run_1/clocks.png
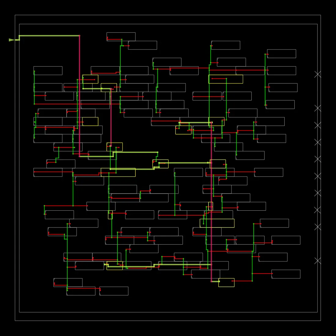
run_1/flops_by_reg.png
Scale bar: 20 µm. Other sequential cells in the stronger grey, the rest of the logic in the fainter grey.
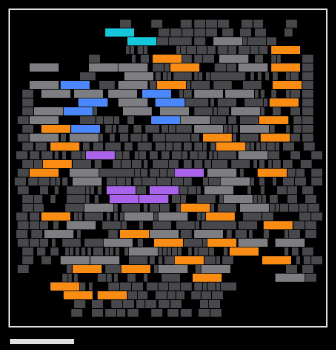
run_1/io_placement.png
Scale bar: 20 µm. Pins as bars across the die edge, other pins in grey.
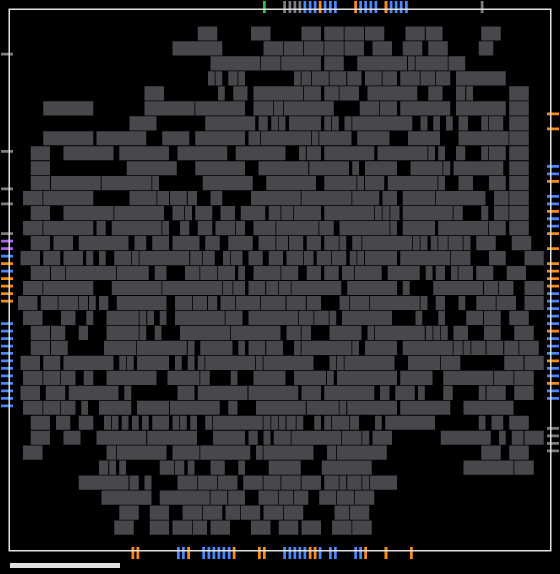
<file path="config.mk">
export PLATFORM = sky130hd
export DESIGN_NAME = jtag_dr_bridge
export DESIGN_NICKNAME = d
export VERILOG_FILES = /design/src/rtl/jtag_dr_bridge.sv
export SDC_FILE = /design/constraint.sdc
export NUM_CORES = 1
export LEC_CHECK = 0
export CORE_MARGIN = 1
export CORE_UTILIZATION = 50
export CTS_CLUSTER_SIZE = 25
export DETAILED_ROUTE_END_ITERATION = 16
export GPL_ROUTABILITY_DRIVEN = 0
export PLACE_DENSITY = 0.88
export SKIP_LAST_GASP = 1
export SYNTH_ARGS = -nofsm -noshare
export SYNTH_HDL_FRONTEND = slang
export SYNTH_SLANG_ARGS = --single-unit
</file>
<file path="constraint.sdc">
create_clock -name clk -period 2.5 [get_ports clk]
set_input_delay 0.5 -clock clk [delete_from_list [all_inputs] [get_ports clk]]
set_output_delay 0.5 -clock clk [all_outputs]
set_load 0.01 [all_outputs]
</file>
<file path="src/rtl/jtag_dr_bridge.sv">
// rtl/jtag_dr_bridge.sv - multi-channel JTAGG user-DR bridge into the system clock domain
// Synchronises JTAGG strobes, captures/shifts/updates a DR and hands committed words to the SoC.
module jtag_dr_bridge #(
    parameter int DR_WIDTH    = 32,
    parameter int NUM_CH      = 2,
    parameter int SYNC_STAGES = 2,
    localparam int SEL_W      = (NUM_CH > 1) ? $clog2(NUM_CH) : 1
) (
    input  logic                       clk,
    input  logic                       rstn,
    input  logic                       jtck,
    input  logic                       jtdi,
    input  logic                       jshift,
    input  logic                       jupdate,
    input  logic [NUM_CH-1:0]          jce,
    input  logic                       jrstn,
    output logic [NUM_CH-1:0]          jtdo,
    input  logic [NUM_CH*DR_WIDTH-1:0] dr_in,
    output logic [DR_WIDTH-1:0]        dr_out,
    output logic [SEL_W-1:0]           dr_sel,
    output logic                       dr_valid,
    input  logic                       dr_ready,
    output logic                       dr_short,
    output logic                       dr_overrun,
    input  logic                       ovr_clr
);

    localparam int NSYNC = NUM_CH + 5;
    localparam int CNT_W = $clog2(DR_WIDTH + 2);
    localparam logic [CNT_W-1:0] CNT_MAX = CNT_W'(DR_WIDTH + 1);

    typedef enum logic [1:0] {
        IDLE   = 2'd0,
        ACTIVE = 2'd1,
        COMMIT = 2'd2
    } state_t;

    logic [SYNC_STAGES-1:0][NSYNC-1:0] sync_q;
    logic [NSYNC-1:0]  sync_out;
    logic              tck_s, jtdi_s, jshift_s, jupdate_s, jrstn_s;
    logic [NUM_CH-1:0] jce_s;
    logic              tck_d1, tck_d2, tck_rise;

    state_t               state;
    logic [DR_WIDTH-1:0]  shreg;
    logic [CNT_W-1:0]     bitcnt;
    logic [SEL_W-1:0]     sel;
    logic [SEL_W-1:0]     next_sel;
    logic                 shift_q;

    function automatic logic [SEL_W-1:0] first_ch(input logic [NUM_CH-1:0] m);
        first_ch = '0;
        for (int k = NUM_CH - 1; k >= 0; k--) begin
            if (m[k]) first_ch = SEL_W'(k);
        end
    endfunction

    always_ff @(posedge clk or negedge rstn) begin
        if (!rstn) begin
            sync_q <= '0;
            tck_d1 <= 1'b0;
            tck_d2 <= 1'b0;
        end else begin
            sync_q <= {sync_q[SYNC_STAGES-2:0], {jce, jrstn, jupdate, jshift, jtdi, jtck}};
            tck_d1 <= tck_s;
            tck_d2 <= tck_d1;
        end
    end

    assign sync_out  = sync_q[SYNC_STAGES-1];
    assign tck_s     = sync_out[0];
    assign jtdi_s    = sync_out[1];
    assign jshift_s  = sync_out[2];
    assign jupdate_s = sync_out[3];
    assign jrstn_s   = sync_out[4];
    assign jce_s     = sync_out[5 +: NUM_CH];

    // Edge taken one clk after the synchronised tck so the data lines have settled.
    assign tck_rise = tck_d1 & ~tck_d2;

    always_comb begin
        next_sel = first_ch(jce_s);
    end

    always_ff @(posedge clk or negedge rstn) begin
        if (!rstn) begin
            state      <= IDLE;
            shreg      <= '0;
            bitcnt     <= '0;
            sel        <= '0;
            shift_q    <= 1'b0;
            jtdo       <= '0;
            dr_out     <= '0;
            dr_sel     <= '0;
            dr_valid   <= 1'b0;
            dr_short   <= 1'b0;
            dr_overrun <= 1'b0;
        end else begin
            if (dr_valid && dr_ready) dr_valid <= 1'b0;
            if (ovr_clr) dr_overrun <= 1'b0;
            jtdo <= '0;
            if (state != IDLE) jtdo[sel] <= shreg[0];

            if (!jrstn_s) begin
                state   <= IDLE;
                shreg   <= '0;
                bitcnt  <= '0;
                shift_q <= 1'b0;
                jtdo    <= '0;
            end else begin
                if (tck_rise) shift_q <= jshift_s;
                case (state)
                    IDLE: begin
                        if (tck_rise && (jce_s != '0)) begin
                            sel    <= next_sel;
                            shreg  <= dr_in[int'(next_sel) * DR_WIDTH +: DR_WIDTH];
                            bitcnt <= '0;
                            state  <= ACTIVE;
                        end
                    end
                    ACTIVE: begin
                        if (tck_rise) begin
                            if (shift_q) begin
                                shreg <= {jtdi_s, shreg[DR_WIDTH-1:1]};
                                if (bitcnt != CNT_MAX) bitcnt <= bitcnt + 1'b1;
                            end
                            if (jupdate_s) state <= COMMIT;
                            else if ((jce_s == '0) && !shift_q) state <= IDLE;
                        end
                    end
                    COMMIT: begin
                        // A commit beats a same-cycle handshake and wins over ovr_clr.
                        dr_out   <= shreg;
                        dr_sel   <= sel;
                        dr_short <= (bitcnt != CNT_W'(DR_WIDTH));
                        if (dr_valid && !dr_ready) dr_overrun <= 1'b1;
                        dr_valid <= 1'b1;
                        state    <= IDLE;
                    end
                    default: state <= IDLE;
                endcase
            end
        end
    end

endmodule

</file>
==> results.sh, run 1 <==
# physical design summary
export IMPL_status="finished with violations"
export IMPL_violations="design-rule violations"
export IMPL_htree_levels=3
export IMPL_holdPathEnd="sync_out[2]$_DFF_PN0_"
export IMPL_route_met2_wl_um=5660
export IMPL_nMultiInputCombCells=254
export IMPL_rrSetupSlack_ns=0.43
export IMPL_drc_errors=10
export IMPL_met3WireLength_um=606
export IMPL_crit_arrival_ns=2.33
export IMPL_postSynthSeqShare=0.520
export IMPL_ys_cells=422
export IMPL_ir_worst_vdd_uv=329
export IMPL_synth_warnings=0
export IMPL_setup_worst_path_start="sync_out[6]$_DFF_PN0_"
export IMPL_comb_area_um2=1890
export IMPL_num_vias=3700
export IMPL_hold_viol_final=0
export IMPL_grt_use_met1=0.313
export IMPL_xor_share=0
export IMPL_dr_pass1_iters=11
export IMPL_post_cts_buffers=0
export IMPL_first_global_vias=3851
export IMPL_core_area_um2=8850
export IMPL_p_sw_mw=0.806
export IMPL_dr_first_iter_drc_count=303
export IMPL_power_frac_seq=0.495
export IMPL_endpoint_kind="flip-flop"
export IMPL_setup_tns_final_ns=0
export IMPL_maxCapViolCount=0
export IMPL_fmax_mhz=483
export IMPL_hold_depth=0
export IMPL_synth_area_um2=4620
export IMPL_aoi_share=0.235
export IMPL_slew_headroom=0.511
export IMPL_avgSynthCellArea_um2=10.9
export IMPL_pwr_density_cell_nw_per_um2=553
export IMPL_detail_route_wl_per_cell_um=17.4
export IMPL_ys_flops=96
export IMPL_clkSlewWorstSetupHoldPaths_ns=0.08
export IMPL_ys_area_um2=4620
export IMPL_clk_latency_ns=0.37
export IMPL_largest_area_cell="dfrtp_1"
export IMPL_diodes=0
export IMPL_leakage_nw=2.69
export IMPL_synthTopLogicFamily="AND-OR/OR-AND gates"
export IMPL_use_met2=0.425
export IMPL_cts_made_buffers=9
export IMPL_warning_count=28
export IMPL_die_area_um2=9620
export IMPL_ys_flop_type="dfrtp_1"
export IMPL_largestClassByArea="flip-flops and latches"
export IMPL_routed_wl_um=11200
export IMPL_cts_hold_buf=1
export IMPL_swShare=0.240
export IMPL_grt_max_degree=50
export IMPL_fin_crit_sh=0.828
export IMPL_ys_sh_mux=0.00217
export IMPL_met3_usage=0.0429
export IMPL_hold_class="flip-flop to flip-flop"
export IMPL_lay_top_count="clkdlybuf4s50_1"
export IMPL_synth_nets=500
export IMPL_simple_gate_area_frac=0.163
export IMPL_adder_share=0.00813
export IMPL_core_util_floorplan=0.522
export IMPL_mostFrequentLayoutCells="clkdlybuf4s50_1, dfrtp_1, inv_1, nor2_1, nand2_1"
export IMPL_seq_share=0.395
export IMPL_worst_pin_slew_ns=0.723
export IMPL_rr_startpoint="sync_out[6]$_DFF_PN0_"
export IMPL_cts_resized=0
export IMPL_grt_pass1_wl_um=18700
export IMPL_async_reset_ff_frac=1.00
export IMPL_clkPwrFrac=0.358
export IMPL_highest_layer="met4"
export IMPL_io_pins=113
export IMPL_yosysUniqueCellTypes=45
export IMPL_rsz0062_at_grt="false"
export IMPL_syn_to_final_growth_pct=31.7
export IMPL_final_nets=607
export IMPL_timing_final_max_slew_violations=0
export IMPL_dpl_hpwl_um=7890
export IMPL_synthCells=422
export IMPL_n_all_buffers=129
export IMPL_cts_tree="done"
export IMPL_critPathCapture="shreg[25]$_DFFE_PN0P_"
export IMPL_gr_total_overflow=0
export IMPL_rows=34
export IMPL_synth_edff_count=0
export IMPL_inverters=39
export IMPL_p_total_mw=3.36
export IMPL_cp_required_ns=2.76
export IMPL_min_delay_start="sync_q[2]$_DFF_PN0_"
export IMPL_setup_violations=0
export IMPL_antenna_found_initial=0
export IMPL_m1WireLength_um=4600
export IMPL_taps=108
export IMPL_critPathSlowestCell="dfrtp_1"
export IMPL_crit_type="flip-flop to flip-flop"
export IMPL_synth_top_area_share=0.520
export IMPL_slowest_delay_ns=0.70
export IMPL_drtAntennaViolNets=0
export IMPL_rr_endpoint="shreg[25]$_DFFE_PN0P_"
export IMPL_p_int_mw=2.56
export IMPL_drive_gt1_frac=0.122
export IMPL_crit_chain="nor3_1, or3b_2, buf_4, o32ai_2"
export IMPL_grt_usage=0.249
export IMPL_comb_area_share=0.311
export IMPL_buffer_area_frac=0.209
export IMPL_crit_path_start_kind="flip-flop"
export IMPL_clkCellAreaFrac=0.0387
export IMPL_clock_skew_ns=0.0135
export IMPL_top_usage_layer="met2"
Notes on clocks.png above:
clock network power: 1.20 mW
CLK BUF: 12
Flops: 96
clk sinks: 96

Notes on flops_by_reg.png above:
dr_out -> orange  # sequential cells 32, where all over the die
jtdo -> cyan  # sequential cells 2
bitcnt -> purple  # sequential cells 6, where centre
sync_out -> blue  # sequential cells 7
not coloured = 49
Seq. pwr: 1.67 mW
Final Core Density: 0.687
Flop area: 2400 µm²

Notes on io_placement.png above:
jtdi -> green  # pins 1, direction input, edge top
dr_out -> orange  # pins 32, direction output, edge 13 right, 11 bottom, 5 left, 3 top
dr_in -> blue  # pins 64, direction input, edge 18 bottom, 18 right, 14 left, 14 top
jce -> purple  # pins 2, direction input, edge left
all pins by edge = 35 right, 29 bottom, 26 left, 23 top
die height: 98.1 µm
# port buffers: 112
chip width: 98.1 µm

[run 1: critical path: cells and delay by family (launching register included)]
family	cells	cell delay (ns)
buf+inv	1	0.24
flops	1	0.70
simple gates	2	0.73
compound gates	1	0.30
[run 1: registers in the layout (all words and copies together), names as in the netlist]
signal	flops
dr_short	1
shift_q	1
shreg	32
dr_valid	1
tck_d1	1
jtdo	2
dr_overrun	1
dr_out	32
bitcnt	6
sync_out	7
dr_sel	1
state	2
tck_d2	1
sel	1
sync_q	7
[run 1: synth_stat cells (2+ instances only)]
library cell,n
a2bb2oi_1,2
ha_1,3
a211oi_1,33
buf_6,7
a21oi_1,2
and3_1,2
nor2_1,35
and3b_1,33
nand2_1,35
dfrtp_1,96
and2_1,2
nor2b_1,4
o21ai_0,34
o32ai_1,2
o211ai_1,2
a211o_1,2
nor3_1,2
a31oi_1,4
nand2b_1,4
nand3b_1,3
buf_2,2
inv_1,39
o32ai_2,30
clkbuf_1,23
[run 1: cells by family (layout without fill, tap and decap cells)]
kind of cell,after synthesis,in the layout
simple gates,131,131
compound gates,119,119
flops,96,96
buf+inv,72,183
fa+ha+maj,3,3
mux,1,1
[run 1: power groups by stage]
stage	sequential [mW]	combinational (mW)	clock, mW
after CTS	1.67	0.498	1.22
after global placement	1.69	0.475	0
after detailed placement	1.70	0.494	0
after global routing	1.67	0.540	1.28
after floorplan	1.68	0.251	0
final	1.67	0.494	1.20
[run 1: through the flow]
stage | area [µm²] | hold WS (ns) | cells | setup slack (ns)
floorplan | 4620 | 0.204 | 422 | 0.728
global placement | 5840 | 0.334 | 625 | 0.534
detailed placement | 5840 | 0.335 | 625 | 0.454
CTS | 6080 | 0.354 | 641 | 0.437
global route | 6080 | 0.359 | 641 | 0.351
finish | 6080 | 0.352 | 641 | 0.430
run_1/layer_met1.png
Scale bar: 20 µm.
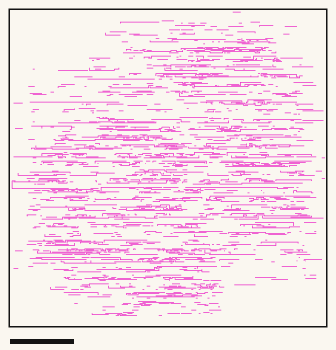

==> inputs of run 2 (changes only) <==
--- a/config.mk
+++ b/config.mk
@@ -6,11 +6,11 @@
 export NUM_CORES = 1
 export LEC_CHECK = 0
 export CORE_MARGIN = 1
-export CORE_UTILIZATION = 50
+export CORE_UTILIZATION = 45
 export CTS_CLUSTER_SIZE = 25
 export DETAILED_ROUTE_END_ITERATION = 16
 export GPL_ROUTABILITY_DRIVEN = 0
-export PLACE_DENSITY = 0.88
+export PLACE_DENSITY = 0.84
 export SKIP_LAST_GASP = 1
 export SYNTH_ARGS = -nofsm -noshare
 export SYNTH_HDL_FRONTEND = slang
==> constraint.sdc (replaced) <==
create_clock -name clk -period 1.9 [get_ports clk]
set_input_delay 0.38 -clock clk [delete_from_list [all_inputs] [get_ports clk]]
set_output_delay 0.38 -clock clk [all_outputs]
set_load 0.01 [all_outputs]
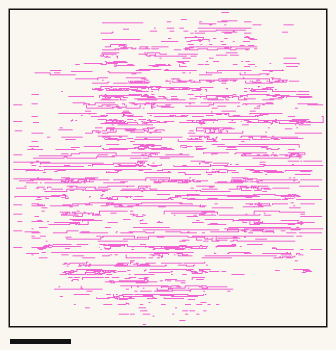
run_2/layer_met1.png
Scale bar: 20 µm.
share of all routed wire = 43%
nets with wire on the layer = 537
main direction = horizontal
wire length on this layer = 4,760 µm
Routed WL: 11,100 µm
met1 Use GR: 0.277
Vias: 3,621

==> results.sh, run 2 <==
# physical design summary
export IMPL_io_pins=113
export IMPL_p_comb_frac=0.166
export IMPL_ys_flops=96
export IMPL_synth_edff_count=0
export IMPL_met3WireLength_um=585
export IMPL_crit_arrival_ns=2.11
export IMPL_reg_top3="dr_out (32), shreg (32)"
export IMPL_crit_path_start_kind="flip-flop"
export IMPL_synthCells=422
export IMPL_cts_sinks=96
export IMPL_mostFrequentLayoutCells="clkdlybuf4s50_1, dfrtp_1, inv_1, nor2_1, nand2_1"
export IMPL_lay_top_count="clkdlybuf4s50_1"
export IMPL_setup_ws_ns=0.0560
export IMPL_layoutNonFillerInstCount=671
export IMPL_yosysUniqueCellTypes=45
export IMPL_grt_usage=0.220
export IMPL_setup_tns_final_ns=0
export IMPL_highest_layer="met4"
export IMPL_clock_skew_ns=0.00915
export IMPL_gr_total_overflow=0
export IMPL_leakage_nw=2.70
export IMPL_crit_type="flip-flop to flip-flop"
export IMPL_dpl_hpwl_um=7940
export IMPL_dp_cells=655
export IMPL_final_nets=612
export IMPL_route_met2_wl_um=5510
export IMPL_place_ws_ns=0.0366
export IMPL_slew_headroom=0.616
export IMPL_synth_top_area_share=0.520
export IMPL_detail_route_wl_per_cell_um=16.5
export IMPL_synthTopCellsByArea="dfrtp_1, o32ai_2, and3b_1, a211oi_1, o21ai_0"
export IMPL_clkPwrFrac=0.299
export IMPL_htree_levels=3
export IMPL_ys_cells=422
export IMPL_fin_util=0.622
export IMPL_clkSlewWorstSetupHoldPaths_ns=0.08
export IMPL_p_sw_mw=1.09
export IMPL_cp_num_buf_inv=1
export IMPL_power_frac_seq=0.535
export IMPL_timing_final_max_slew_violations=0
export IMPL_hold_ws_ns=0.354
export IMPL_grt_pass1_wl_um=17600
export IMPL_clk_latency_ns=0.37
export IMPL_power_largest_group="sequential cells"
export IMPL_crit_fanout=27
export IMPL_dr_pass1_iters=5
export IMPL_ys_top_cells_by_count="dfrtp_1, inv_1, nand2_1, nor2_1, o21ai_0"
export IMPL_slowest_delay_ns=0.51
export IMPL_period_needed_ns=1.84
export IMPL_pwr_density_cell_nw_per_um2=664
export IMPL_core_area_um2=9860
export IMPL_avgSynthCellArea_um2=10.9
export IMPL_warning_count=28
export IMPL_ys_area_um2=4620
export IMPL_ir_worst_vdd_uv=398
export IMPL_swShare=0.268
export IMPL_cts_root_buf="clkbuf_8"
export IMPL_synth_area_um2=4620
export IMPL_powerSeq_mw=2.18
export IMPL_first_global_vias=3643
export IMPL_rows=36
export IMPL_cts_tree="done"
export IMPL_hold_viol_final=0
export IMPL_cp_required_ns=2.17
export IMPL_ys_flop_type="dfrtp_1"
export IMPL_via_per_inst=5.40
export IMPL_die_h_um=103
export IMPL_async_reset_ff_frac=1.00
export IMPL_hold_class="flip-flop to flip-flop"
export IMPL_postSynthSeqShare=0.520
export IMPL_p_comb_mw=0.678
export IMPL_ctsLongestPathBuffers=2
export IMPL_grt_max_degree=53
export IMPL_p_int_mw=2.98
export IMPL_drive_gt1_frac=0.134
export IMPL_diodes=0
export IMPL_synth_warnings=0
export IMPL_endpoint_kind="flip-flop"
export IMPL_dr_first_iter_drc_count=199
export IMPL_critPathSlowestCell="or3b_2"
export IMPL_worst_pin_slew_ns=0.572
export IMPL_setup_violations=0
export IMPL_most_common_cell="dfrtp_1"
export IMPL_die_area_um2=10700
export IMPL_m1WireLength_um=4760
export IMPL_maxCapViolCount=0
export IMPL_fmax_mhz=542
export IMPL_rrSetupSlack_ns=0.06
export IMPL_synth_nets=500
export IMPL_crit_chain="and4bb_1, or3b_2, buf_12, o32ai_1"
export IMPL_drc_errors=0
export IMPL_drtAntennaViolNets=0
export IMPL_die_x_um=103
export IMPL_io_buffers=112
export IMPL_cp_top_family="simple AND/OR/NAND/NOR gates"
export IMPL_core_util_floorplan=0.468
export IMPL_p_total_mw=4.07
export IMPL_status="finished, final reports clean"
export IMPL_final_area_um2=6130
export IMPL_fin_crit_sh=0.971
export IMPL_syn_to_final_growth_pct=32.8
export IMPL_antenna_found_initial=0
export IMPL_largest_area_cell="dfrtp_1"
export IMPL_post_dp_cell_area_um2=5940
export IMPL_post_cts_buffers=0
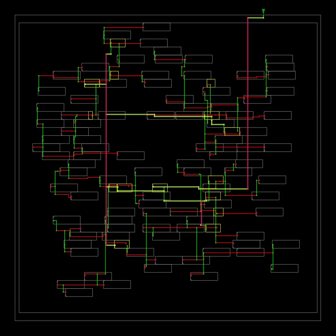
run_2/clocks.png
CLK BUF: 11
clock network power: 1.22 mW
number of buffers created by CTS: 9

-- run 2: cell counts after synthesis --
No cell type changed its count.
-- run 2: kinds of logic after synthesis --
kind of cell             count (synthesis)  share of synthesized area
adder cells (fa/ha/maj)                  3                    0.00813
multiplexers                             1                    0.00217
flip-flops                              96                      0.520
buffers and inverters                   72                     0.0713
AND/OR/NAND/NOR                        131                      0.163
AND-OR/OR-AND                          119                      0.235
-- run 2: what timing repair did --
action,4_1_cts,5_1_grt
hold buffers,1,0
resized,0,1
hold endpoints to repair,30,0
endpoints found under the setup margin,0,10
-- run 2: routing by layer --
| metal | track usage | vias to the layer above |
|---|---|---|
| met5 | 0 | - |
| met4 | 0.0932 | 0 |
| met3 | 0.0323 | 15 |
| met2 | 0.379 | 125 |
| met1 | 0.277 | 1756 |
| li1 | - | 1725 |
-- run 2: cell type report --
class | instances | area [µm²]
repair buffers | 134 | 1350
fillers | 774 | 3730
clock inverters | 4 | 31.3
flip-flops and latches | 96 | 2400
multi-input cells | 254 | 1900
inverters | 39 | 146
well taps | 133 | 166
clock buffers | 11 | 141
-- run 2: final timing paths --
check,endpoint,cells past startpoint,from
setup / recovery,shreg[0]$_DFFE_PN0P_,4,state[1]$_DFFE_PN0P_
hold / removal,sync_out[3]$_DFF_PN0_,0,sync_q[3]$_DFF_PN0_
setup reg to reg,shreg[0]$_DFFE_PN0P_,4,state[1]$_DFFE_PN0P_
hold reg to reg,sync_out[3]$_DFF_PN0_,0,sync_q[3]$_DFF_PN0_
max in group asynchronous,dr_out[0]$_DFFE_PN0P_,3,rstn
min in group asynchronous,dr_out[26]$_DFFE_PN0P_,2,rstn
Power and IR drop assume default switching activity.
